==> config.mk <==
export PLATFORM = sky130hd
export DESIGN_NAME = div_avalon_scheduler
export DESIGN_NICKNAME = d
export VERILOG_FILES = /design/src/rtl/div_avalon_scheduler.sv
export SDC_FILE = /design/constraint.sdc
export NUM_CORES = 1
export LEC_CHECK = 0
export ABC_AREA = 1
export CAP_MARGIN = 10
export CORE_AREA = 2 2 156 158
export CTS_CLUSTER_SIZE = 28
export DETAILED_ROUTE_END_ITERATION = 12
export DIE_AREA = 0 0 158 160
export MAX_ROUTING_LAYER = met4
export PLACE_DENSITY = 0.73
export SLEW_MARGIN = 20
export SYNTH_ARGS = -nofsm -noshare
export SYNTH_HDL_FRONTEND = slang
export SYNTH_SLANG_ARGS = --single-unit
==> constraint.sdc <==
create_clock -name i_clk -period 10.3 [get_ports i_clk]
set_input_delay 1.03 -clock i_clk [delete_from_list [all_inputs] [get_ports i_clk]]
set_output_delay 1.03 -clock i_clk [all_outputs]
set_load 0.02 [all_outputs]
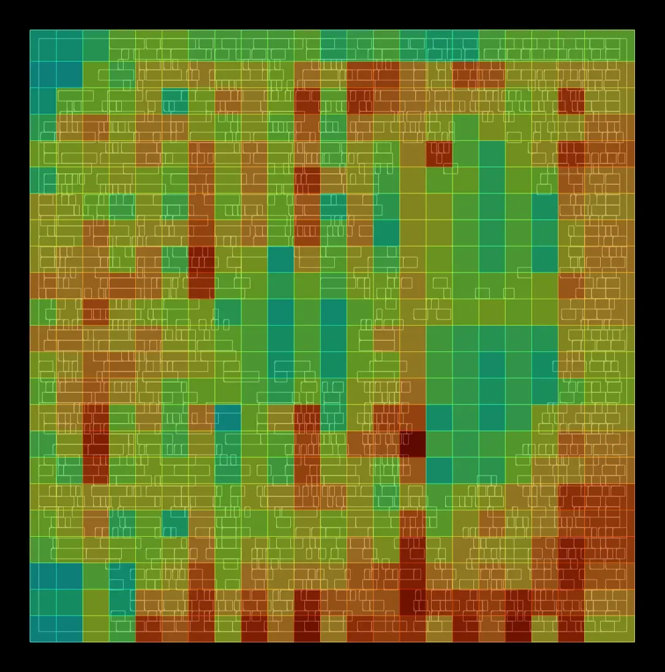
**Above:** run 1 (congestion heat map).
grt met2 use: 39.2%
GRT Util Overall: 24.3%
DR WL/cell: 18.1 um

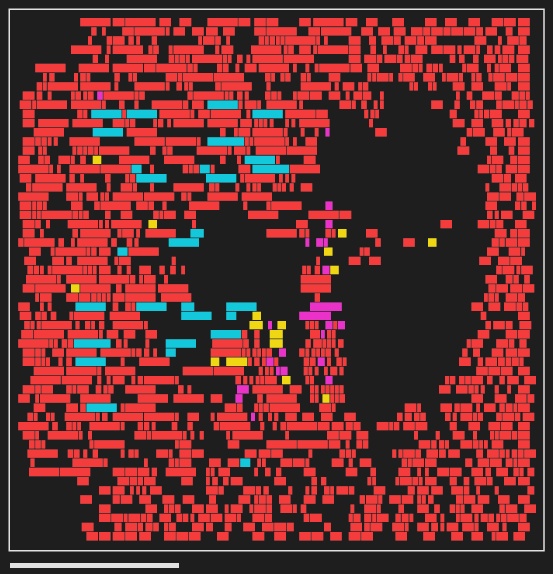
**Above:** run 1 (cell sizes after repair).
Bar = 50 um.
colour	size	cells	share
cyan	_6 and larger	28	2.1%
magenta	_2 cells	23	1.7%
red	_0 and _1 cells	1295	95%
yellow	_3 and _4 cells	16	1.2%
Non-Clock Buffer Count: 412
Final Cell Area: 0.0123 mm^2
final worst slack: 5.92 ns

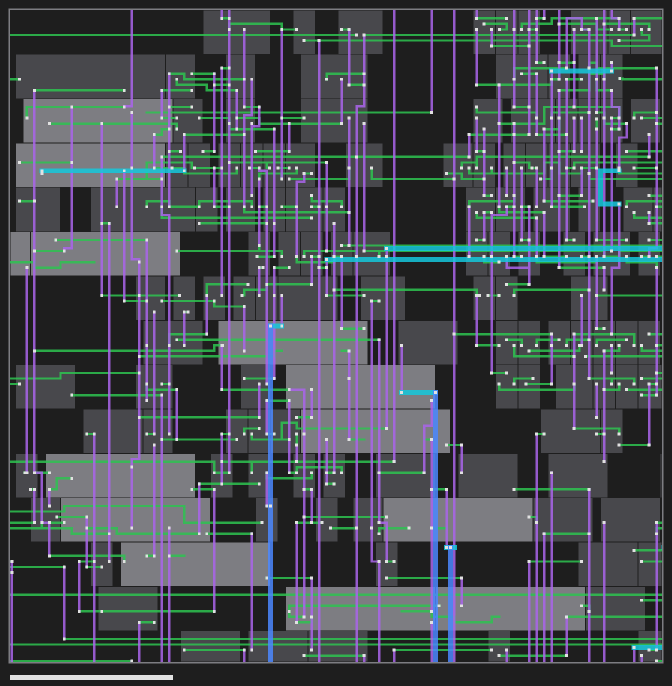
**Above:** run 1 (layout detail).
Bar = 10 um. Region (59, 28) to (99, 68) um. Cells in grey, sequential cells in the stronger grey; small squares are vias.
colour	layer
purple	metal 2
blue	metal 4
green	metal 1
cyan	metal 3
most frequent	nand2_1 (38), clkdlybuf4s50_1 (16), inv_1 (15)
cells with their middle in the window	134
sequential cells in the window	12

==> flow_summary.json, run 1 <==
{
  "synth.top_cell.area_share_pct": 49.2,
  "drt_wl_total_um": 30600,
  "ys_warn_count": 0,
  "cts_htree_levels": 4,
  "dr_wl_met3_um": 3070,
  "switching_power_uw": 1570,
  "rsz0062_at_grt": "false",
  "die_h_um": 160,
  "synthArstFlopShare_pct": 100,
  "comb-power_uw": 1960,
  "synthMuxAreaShare_pct": 0,
  "outcome": "complete, no violations",
  "vias_per_cell": 4.84,
  "largest_cell_class": "buffers",
  "slew-limit-headroom_pct": 43.8,
  "nFlopsAndLatches": 149,
  "worstMarginPinSlew_ns": 0.836,
  "lay_top_cells": "clkdlybuf4s50_1, nand2_1, o21ai_0, dfrtp_1, nor2_1",
  "dp.cells": 1655,
  "cts.hold.buffers_added": 0,
  "endpoint_kind": "output pin",
  "path_delay_family": "buffers and inverters",
  "antennaDiodeCount": 2,
  "first_iter_violations": 610,
  "yosys-stat-area_mm2": 0.00747,
  "die_x_um": 158,
  "fin_util_pct": 51.7,
  "die-area_mm2": 0.0253,
  "start_kind": "flip-flop",
  "p_per_area_mw_per_mm2": 288,
  "dp_slack_ns": 6.21,
  "slew_violations": 0,
  "syn_avg_cell_area_um2": 7.62,
  "clk_pin_slew_ns": 0.06,
  "rows": 57,
  "root_buffer": "clkbuf_16",
  "post-cts-setup-buffer-count": 0,
  "post-route-drc-count": 0,
  "ys_top_cells_by_area": "dfrtp_1, o21ai_0, nand2_1, nor2_1, o22ai_1",
  "drive_above_1_share_pct": 4.92,
  "cp_max_fo": 52,
  "cpPeakStageDelay_ns": 0.67,
  "grt_max_degree": 83,
  "cts_tree": "done",
  "grt_use_met3_pct": 8.39,
  "area_delta_synth_final_pct": 65.0,
  "ys_sh_adder_pct": 0,
  "routed.top_layer": "met4",
  "sh_comb_area_pct": 25.6,
  "final.fill_count": 2297,
  "syn_inst": 980,
  "slowest_stage": "nor3_1",
  "fin_nets": 1645,
  "grt_pass1_vias": 8077,
  "top_cells_by_count": "nand2_1, o21ai_0, dfrtp_1",
  "synth-seq-area-share_pct": 49.9,
  "taps": 324,
  "fin_skew_ns": 0.00927,
  "power_frac_seq_pct": 26.9,
  "cts_buffers": 17,
  "inverters_excl_clock": 84,
  "ys_sh_aoi_pct": 18.6,
  "instances_no_fill": 1688,
  "fin_crit_sh_pct": 42.5,
  "ctsResizeCount": 0,
  "top_logic_kind": "simple AND/OR/NAND/NOR gates",
  "min_period_ns": 4.38,
  "synth.distinct_cells": 26,
  "ys_sh_simple_pct": 23.2,
  "crit_arrival_ns": 3.35,
  "drt.antenna.violating_nets": 0,
  "clk_latency_ns": 0.41,
  "pwr.group.clock_uw": 633,
  "maxCapViolations": 0,
  "wl_met2_um": 14300,
  "holdCritPathClass": "reg -> reg",
  "nClkBuffers": 18,
  "ir_drop_v": 0.000143,
  "crit_buf_inv": 3,
  "floorplan.core_util_pct": 31.4,
  "p_leak_uw": 0.00528,
  "gp_congestion": 1.02,
  "synth_area_mm2": 0.00747,
  "critPathRequiredTime_ns": 9.27,
  "power.group.top": "combinational logic",
  "wl_met1_um": 12300,
  "yosys.area.top_type": "dfrtp_1"
}
## Run 2: what changed since run 1
PLACE_DENSITY = 0.76   (was 0.73)
clock period = 3.6 ns   (was 10.3 ns; I/O delays follow)
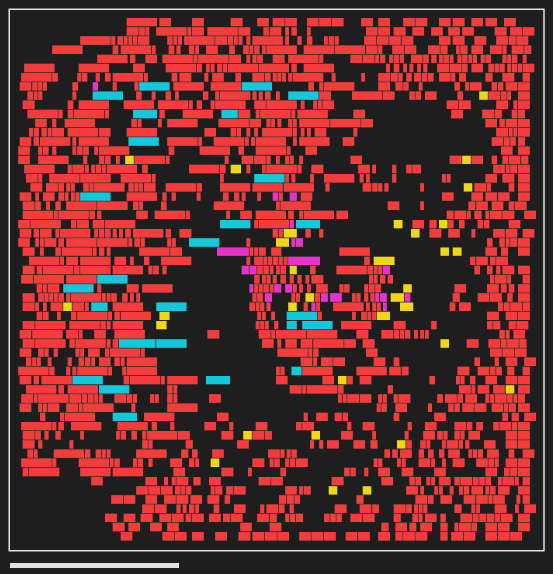
**Above:** run 2 (cell sizes after repair).
Bar = 50 um.
colour	size	cells	share
magenta	_2 cells	22	1.6%
red	_0 and _1 cells	1296	94%
yellow	_3 and _4 cells	32	2.3%
cyan	_6 and larger	26	1.9%
final worst slack: 0.158 ns
Non-Clock Buffer Count: 426
Synth-to-Final Area Change: 66.7%

==> run 2 against run 1 <==
Net effect: worst setup slack lost 5.8 ns; area after synthesis unchanged; critical path depth did not move; sequential power rose to 2.9 times the previous value; first-iteration DRC count down 5.1%; hold slack worse by 0.19 ns; critical endpoint unchanged; largest power group unchanged.
==> flow_summary.json, run 2 <==
{
  "largest_cell_class": "buffers",
  "floorplan.core_util_pct": 31.4,
  "rsz0062_at_grt": "false",
  "wl_met2_um": 15700,
  "start_kind": "flip-flop",
  "routed.top_layer": "met4",
  "synth-seq-area-share_pct": 49.9,
  "cts_buffers": 17,
  "post-route-drc-count": 0,
  "fin_crit_sh_pct": 95.6,
  "final.fill_count": 2285,
  "ys_warn_count": 0,
  "outcome": "complete, no violations",
  "grt_pass1_vias": 8249,
  "grt_use_met3_pct": 7.41,
  "dr_wl_met3_um": 2870,
  "synthArstFlopShare_pct": 100,
  "power.group.top": "combinational logic",
  "cts_tree": "done",
  "fin_nets": 1659,
  "syn_inst": 980,
  "slew_violations": 0,
  "grt_usage_pct": 26.3,
  "syn_avg_cell_area_um2": 7.62,
  "ys_sh_aoi_pct": 18.6,
  "synth_area_mm2": 0.00747,
  "pwr.group.clock_uw": 1680,
  "gr-usage-met2_pct": 41.5,
  "synth.distinct_cells": 26,
  "crit_buf_inv": 3,
  "taps": 324,
  "antennaDiodeCount": 4,
  "endpoint_kind": "output pin",
  "yosys.area.top_type": "dfrtp_1",
  "cts.hold.buffers_added": 0,
  "p_leak_uw": 0.00535,
  "fin_skew_ns": 0.00791,
  "power_frac_seq_pct": 27.1,
  "critPathRequiredTime_ns": 3.24,
  "clk_latency_ns": 0.42,
  "path_delay_family": "simple AND/OR/NAND/NOR gates",
  "comb-power_uw": 5750,
  "dp_slack_ns": 0.542,
  "ys_sh_adder_pct": 0,
  "sh_comb_area_pct": 25.4,
  "die_h_um": 160,
  "first_iter_violations": 579,
  "fin_util_pct": 52.3,
  "die-area_mm2": 0.0253,
  "instances_no_fill": 1704,
  "ir_drop_v": 0.000476,
  "post-cts-setup-buffer-count": 0,
  "die_x_um": 158,
  "lay_top_cells": "clkdlybuf4s50_1, nand2_1, o21ai_0, dfrtp_1, nor2_1",
  "min_period_ns": 3.44,
  "synth.top_cell.area_share_pct": 49.2,
  "ys_sh_simple_pct": 23.2
}
Power figures rest on the tool's default switching activity, not on a simulated workload.
